==> src/rtl/tube_arbiter_if.sv <==
// rtl/tube_arbiter_if.sv - request/grant and per-requester display data bundle for tube_arbiter
interface tube_arbiter_if;
  logic [2:0]  req;
  logic [31:0] digits0;
  logic [31:0] digits1;
  logic [31:0] digits2;
  logic [7:0]  dmask0;
  logic [7:0]  dmask1;
  logic [7:0]  dmask2;
  logic [2:0]  grant;

  modport master (
    output req, digits0, digits1, digits2, dmask0, dmask1, dmask2,
    input  grant
  );

  modport slave (
    input  req, digits0, digits1, digits2, dmask0, dmask1, dmask2,
    output grant
  );
endinterface

==> src/rtl/tube_arbiter.sv <==
// rtl/tube_arbiter.sv - fixed-priority owner of the 8-digit tube with hold window and blank-on-switch
// Optional digit blinking is enabled by defining TUBE_ARB_BLINK_EN.
module tube_arbiter #(
  parameter logic [15:0] SCAN_DELAY = 16'd20000,
  parameter logic [31:0] MIN_HOLD   = 32'd10000000
`ifdef TUBE_ARB_BLINK_EN
  ,
  parameter logic [31:0] BLINK_HALF = 32'd50000000
`endif
) (
  input  logic              clk,
  input  logic              reset,
  tube_arbiter_if.slave     bus,
`ifdef TUBE_ARB_BLINK_EN
  input  logic [7:0]        blink,
`endif
  output logic [7:0]        tub_segments_1,
  output logic [7:0]        tub_segments_2,
  output logic [7:0]        tub_select
);

  typedef enum logic [1:0] {IDLE, GRANT, SWITCH} state_t;

  state_t      state;
  logic [1:0]  owner;
  logic [31:0] hold_cnt;
  logic [2:0]  grant_q;
  logic [15:0] scan_counter;
  logic [1:0]  scan_index;
  logic        tick;

  logic [31:0] sel_digits;
  logic [7:0]  sel_mask;
  logic [7:0]  eff_mask;
  logic [2:0]  left_pos;
  logic [2:0]  right_pos;
  logic [3:0]  left_nib;
  logic [3:0]  right_nib;
  logic [7:0]  frame_select;
  logic [7:0]  frame_seg1;
  logic [7:0]  frame_seg2;

  function automatic logic [1:0] top_req(input logic [2:0] r);
    if (r[2])      return 2'd2;
    else if (r[1]) return 2'd1;
    else           return 2'd0;
  endfunction

  function automatic logic [7:0] seg_lut(input logic [3:0] n);
    case (n)
      4'h0: return 8'b1111_1100;
      4'h1: return 8'b0110_0000;
      4'h2: return 8'b1101_1010;
      4'h3: return 8'b1111_0010;
      4'h4: return 8'b0110_0110;
      4'h5: return 8'b1011_0110;
      4'h6: return 8'b1011_1110;
      4'h7: return 8'b1110_0000;
      4'h8: return 8'b1111_1110;
      4'h9: return 8'b1110_0110;
      4'hA: return 8'b0000_0010;
      default: return 8'b0000_0000;
    endcase
  endfunction

  assign bus.grant = grant_q;
  assign tick      = (scan_counter == SCAN_DELAY - 16'd1);

`ifdef TUBE_ARB_BLINK_EN
  logic [31:0] phase_cnt;
  logic        blink_phase;

  always_ff @(posedge clk) begin
    if (reset) begin
      phase_cnt   <= 32'd0;
      blink_phase <= 1'b0;
    end else if (phase_cnt == BLINK_HALF - 32'd1) begin
      phase_cnt   <= 32'd0;
      blink_phase <= ~blink_phase;
    end else begin
      phase_cnt   <= phase_cnt + 32'd1;
    end
  end
`endif

  // The frame source follows the registered grant, so a tick never shows an owner before grant is visible.
  always_comb begin
    sel_digits = bus.digits0;
    sel_mask   = bus.dmask0;
    if (grant_q[2]) begin
      sel_digits = bus.digits2;
      sel_mask   = bus.dmask2;
    end else if (grant_q[1]) begin
      sel_digits = bus.digits1;
      sel_mask   = bus.dmask1;
    end else if (!grant_q[0]) begin
      sel_mask   = 8'h00;
    end
`ifdef TUBE_ARB_BLINK_EN
    eff_mask = sel_mask & ~(blink_phase ? blink : 8'h00);
`else
    eff_mask = sel_mask;
`endif
    left_pos     = 3'd7 - {1'b0, scan_index};
    right_pos    = 3'd3 - {1'b0, scan_index};
    left_nib     = 4'(sel_digits >> {left_pos, 2'b00});
    right_nib    = 4'(sel_digits >> {right_pos, 2'b00});
    frame_select = (eff_mask[left_pos]  ? (8'b1 << left_pos)  : 8'h00)
                 | (eff_mask[right_pos] ? (8'b1 << right_pos) : 8'h00);
    frame_seg1   = eff_mask[left_pos]  ? seg_lut(left_nib)  : 8'h00;
    frame_seg2   = eff_mask[right_pos] ? seg_lut(right_nib) : 8'h00;
  end

  always_ff @(posedge clk) begin
    if (reset) begin
      scan_counter   <= 16'd0;
      scan_index     <= 2'd0;
      tub_select     <= 8'h00;
      tub_segments_1 <= 8'h00;
      tub_segments_2 <= 8'h00;
    end else if (tick) begin
      scan_counter   <= 16'd0;
      scan_index     <= scan_index + 2'd1;
      tub_select     <= frame_select;
      tub_segments_1 <= frame_seg1;
      tub_segments_2 <= frame_seg2;
    end else begin
      scan_counter   <= scan_counter + 16'd1;
    end
  end

  always_ff @(posedge clk) begin
    if (reset) begin
      state    <= IDLE;
      owner    <= 2'd0;
      hold_cnt <= 32'd0;
      grant_q  <= 3'b000;
    end else begin
      grant_q <= (state == GRANT) ? (3'b001 << owner) : 3'b000;
      case (state)
        IDLE: begin
          if (|bus.req) begin
            state    <= GRANT;
            owner    <= top_req(bus.req);
            hold_cnt <= 32'd0;
          end
        end
        GRANT: begin
          if (hold_cnt < MIN_HOLD) hold_cnt <= hold_cnt + 32'd1;
          if (!bus.req[owner])
            state <= SWITCH;
          else if (top_req(bus.req) > owner && hold_cnt >= MIN_HOLD)
            state <= SWITCH;
        end
        SWITCH: begin
          // Leave only on a tick where grant is already low, i.e. one that emitted a blank frame.
          if (tick && grant_q == 3'b000) begin
            if (|bus.req) begin
              state    <= GRANT;
              owner    <= top_req(bus.req);
              hold_cnt <= 32'd0;
            end else begin
              state <= IDLE;
            end
          end
        end
        default: state <= IDLE;
      endcase
    end
  end

endmodule
==> src/flat_wrapper.sv <==
// flat-port wrapper written by rule: the top's interface ports become plain ports
module tube_arbiter_flat 
#(
  parameter logic [15:0] SCAN_DELAY = 16'd20000,
  parameter logic [31:0] MIN_HOLD   = 32'd10000000

)
  (clk, reset, tub_segments_1, tub_segments_2, tub_select, bus_req, bus_digits0, bus_digits1, bus_digits2, bus_dmask0, bus_dmask1, bus_dmask2, bus_grant);
  tube_arbiter_if bus_i ();
  input  logic clk;
  input  logic reset;
  output logic [7:0] tub_segments_1;
  output logic [7:0] tub_segments_2;
  output logic [7:0] tub_select;
  input wire logic [$bits(bus_i.req)-1:0] bus_req;
  input wire logic [$bits(bus_i.digits0)-1:0] bus_digits0;
  input wire logic [$bits(bus_i.digits1)-1:0] bus_digits1;
  input wire logic [$bits(bus_i.digits2)-1:0] bus_digits2;
  input wire logic [$bits(bus_i.dmask0)-1:0] bus_dmask0;
  input wire logic [$bits(bus_i.dmask1)-1:0] bus_dmask1;
  input wire logic [$bits(bus_i.dmask2)-1:0] bus_dmask2;
  output wire logic [$bits(bus_i.grant)-1:0] bus_grant;
  assign bus_i.req = bus_req;
  assign bus_i.digits0 = bus_digits0;
  assign bus_i.digits1 = bus_digits1;
  assign bus_i.digits2 = bus_digits2;
  assign bus_i.dmask0 = bus_dmask0;
  assign bus_i.dmask1 = bus_dmask1;
  assign bus_i.dmask2 = bus_dmask2;
  assign bus_grant = bus_i.grant;
  tube_arbiter #(.SCAN_DELAY(SCAN_DELAY), .MIN_HOLD(MIN_HOLD)) u_core (.clk(clk), .reset(reset), .bus(bus_i), .tub_segments_1(tub_segments_1), .tub_segments_2(tub_segments_2), .tub_select(tub_select));
endmodule
==> config.mk <==
export PLATFORM = sky130hd
export DESIGN_NAME = tube_arbiter_flat
export DESIGN_NICKNAME = d
export VERILOG_FILES = /design/src/rtl/tube_arbiter_if.sv /design/src/rtl/tube_arbiter.sv /design/src/flat_wrapper.sv
export SDC_FILE = /design/constraint.sdc
export NUM_CORES = 1
export LEC_CHECK = 0
export ABC_CLOCK_PERIOD_IN_PS = 3250
export CORE_MARGIN = 2
export CORE_UTILIZATION = 48
export CTS_CLUSTER_DIAMETER = 30
export DETAILED_ROUTE_END_ITERATION = 16
export PLACE_DENSITY_LB_ADDON = 0.1
export SETUP_SLACK_MARGIN = 0.15
export SLEW_MARGIN = 20
export SYNTH_ARGS = -nofsm -noshare
export SYNTH_HDL_FRONTEND = slang
export SYNTH_SLANG_ARGS = --single-unit
export TNS_END_PERCENT = 100
==> constraint.sdc <==
create_clock -name clk -period 3.25 [get_ports clk]
set_input_delay 0.4875 -clock clk [delete_from_list [all_inputs] [get_ports clk]]
set_output_delay 0.4875 -clock clk [all_outputs]
set_load 0.005 [all_outputs]
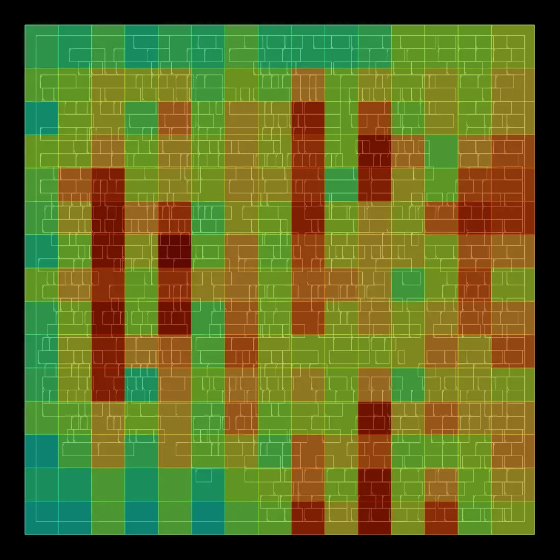
Figure 1: track usage over the die.
met3 demand-to-capacity share in global routing: 0.0563
global-route usage over all layers: 0.256
met2 capacity usage during global routing: 0.477

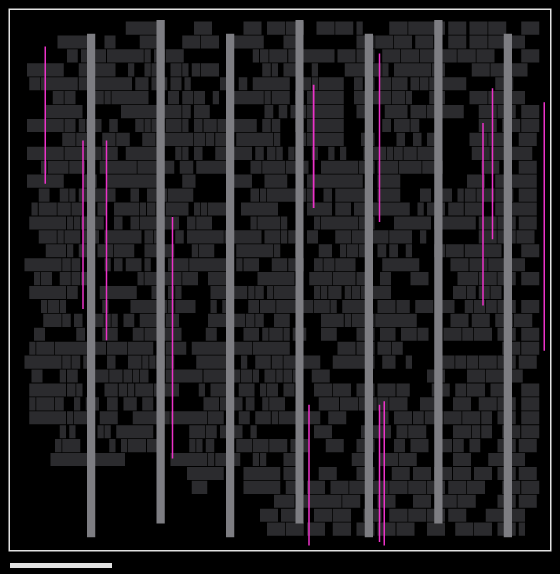
Figure 2: signal wires on met4.
Bar = 20 um. Supply wires on this layer in grey. Cells faint in the background.
The wires run mostly vertical. 11 nets have wire on it. The layer carries 396 um of wire. The longest straight run is 48.3 um.

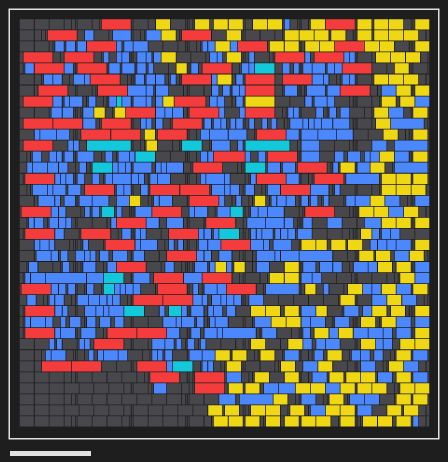
Figure 3: placed cells, one colour a class.
Bar = 20 um. Fill, decap, tap and diode cells in grey.
Red shows sequential cells, cells 79. Blue shows combinational and other logic, cells 455. Cyan shows clock drivers and dummy loads, cells 16. Yellow shows remaining buffers and delay cells, cells 164.

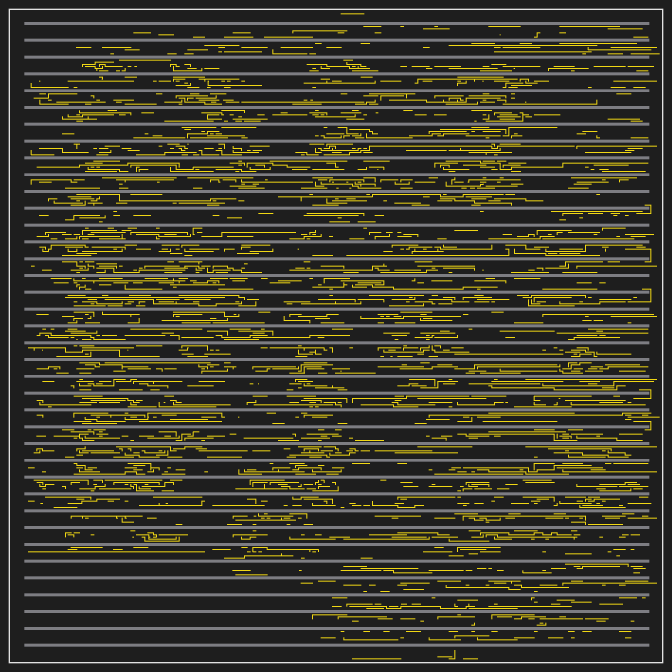
Figure 4: metal 1.
Supply wires on this layer in grey.
The longest straight run is 31.3 um. The layer holds 39% of the routed length. The layer carries 5580 um of wire. 762 nets have wire on it. The wires run mostly horizontal.

==> metrics.log <==
[metrics] run summary
[metrics] result of the run: finished, final reports clean
[metrics] HPWL reported at the end of detailed placement: around 11 mm
[metrics] Chip Footprint: about 0.011 sq mm
[metrics] transition at the pin with the smallest max-transition slack: about 0.86 ns
[metrics] gate count after technology mapping: 569
[metrics] Final Core Density: 0.663
[metrics] area fraction in mux cells: 0.170
[metrics] share of synthesized registers carrying an async set or reset: 0
[metrics] CTS H-Tree Depth: 3
[metrics] initial antenna violation count: 0
[metrics] maximum number of pins on one net before global-route repair: 37
[metrics] Clock Skews: approximately 0.012 ns
[metrics] Worst Hold Launch: u_core.tub_select[3]$_SDFFE_PP0P_
[metrics] CP endpoint: u_core.tub_segments_1[4]$_SDFFE_PP0P_
[metrics] terminating pin of the worst hold path: u_core.tub_select[3]$_SDFFE_PP0P_
[metrics] top_reg_cell synth: sky130_fd_sc_hd__dfxtp_1
[metrics] via count of the first global-routing pass: approximately 4700
[metrics] Residual DRC: 0
[metrics] number of warnings issued by yosys: 0
[metrics] Yosys Chip Area: just under 0.005 sq mm
[metrics] Worst path depth: 9
[metrics] minimum setup slack among reg-to-reg paths: 0.57 ns
[metrics] worst hold margin: 0.451 ns
[metrics] gp weighted congestion: 0.873
[metrics] distinct lib cells: ~55
[metrics] fillcell total: between 800 and 900
[metrics] Resized Gates After CTS: 0
[metrics] share of the yosys chip area belonging to registers: 0.320
[metrics] Static Leak: around 2.4 nW
[metrics] post-synthesis xor/xnor area fraction: 0.0283
[metrics] fraction of the mapped netlist area in adder cells: 0.0480
[metrics] placement-stage cell area: between 0.006 and 0.007 sq mm
[metrics] clock root buffer: sky130_fd_sc_hd__clkbuf_8
[metrics] final antenna-violating net count: 0
[metrics] core utilization at floorplan: 0.486
[metrics] number of synthesized flops with an enable pin: 0
[metrics] area fraction in compound gates after synthesis: 0.163
[metrics] ys flops: between 70 and 80
[metrics] final critical-path setup slack: ~0.57 ns
[metrics] Log Warnings: 39
[metrics] shortest clock period the worst path allows after layout: 2.68 ns
[metrics] count of inserted antenna diode cells: 0
[metrics] Main area contributors: sky130_fd_sc_hd__dfxtp_1 (32%), sky130_fd_sc_hd__mux2i_1 (12%), sky130_fd_sc_hd__nand2_1 (6.0%), sky130_fd_sc_hd__ha_1 (4.8%), sky130_fd_sc_hd__mux4_2 (3.6%)
[metrics] number of buffers inserted during clock tree synthesis: 9
==> layout make-up <==
class                   instances  area, sq um  area share
inverters                      16         60.1     0.00890
repair buffers                164         1620       0.239
clock buffers                  10          128      0.0189
flip-flops and latches         79         1580       0.235
clock inverters                 6         93.8      0.0139
multi-input cells             439         3100       0.459
well taps                     136          170      0.0252
==> placed cells by master (no fill, tap or decap), drive strengths merged, types with 14 or more instances in the layout <==
| cell type | count |
|---|---|
| dfxtp | 79 |
| a21oi | 27 |
| nor2 | 29 |
| o22ai | 22 |
| inv | 17 |
| nand3 | 26 |
| o21ai | 18 |
| ha | 19 |
| nor3 | 14 |
| clkdlybuf4s50 | 149 |
| buf | 15 |
| nand2 | 79 |
| mux2i | 58 |
==> layer usage <==
layer | GRT usage | up-vias | share of wire
li1 | - | 2355 | -
met2 | 0.477 | 143 | 0.51
met4 | 0.0912 | 0 | 0.028
met1 | 0.285 | 2245 | 0.39
met5 | 0 | - | 0
met3 | 0.0563 | 28 | 0.066
==> worst reg2reg max path: cells and delay by family, from the launching register on <==
kind                     cells  cell delay [ns]
AND/OR/NAND/NOR              4             1.09
flip-flops                   1             0.59
buffers and inverters        2             0.45
adder cells (fa/ha/maj)      1             0.25
AND-OR/OR-AND                2             0.24
==> state kept, by name (all words and copies together), names as in the netlist <==
name                   cells
u_core.bus.grant           3
u_core.hold_cnt           32
u_core.tub_select          8
u_core.scan_index          2
u_core.scan_counter       16
u_core.tub_segments_1      7
u_core.owner               2
u_core.state               2
u_core.tub_segments_2      7
==> power by group <==
part | internal, mW | switching (mW) | total (mW)
Combinational | 0.244 | 0.223 | 0.467
Clock | 0.438 | 0.370 | 0.808
Sequential | 0.981 | 0.0162 | 0.997
Total | 1.66 | 0.609 | 2.27
Power and IR drop assume default switching activity.
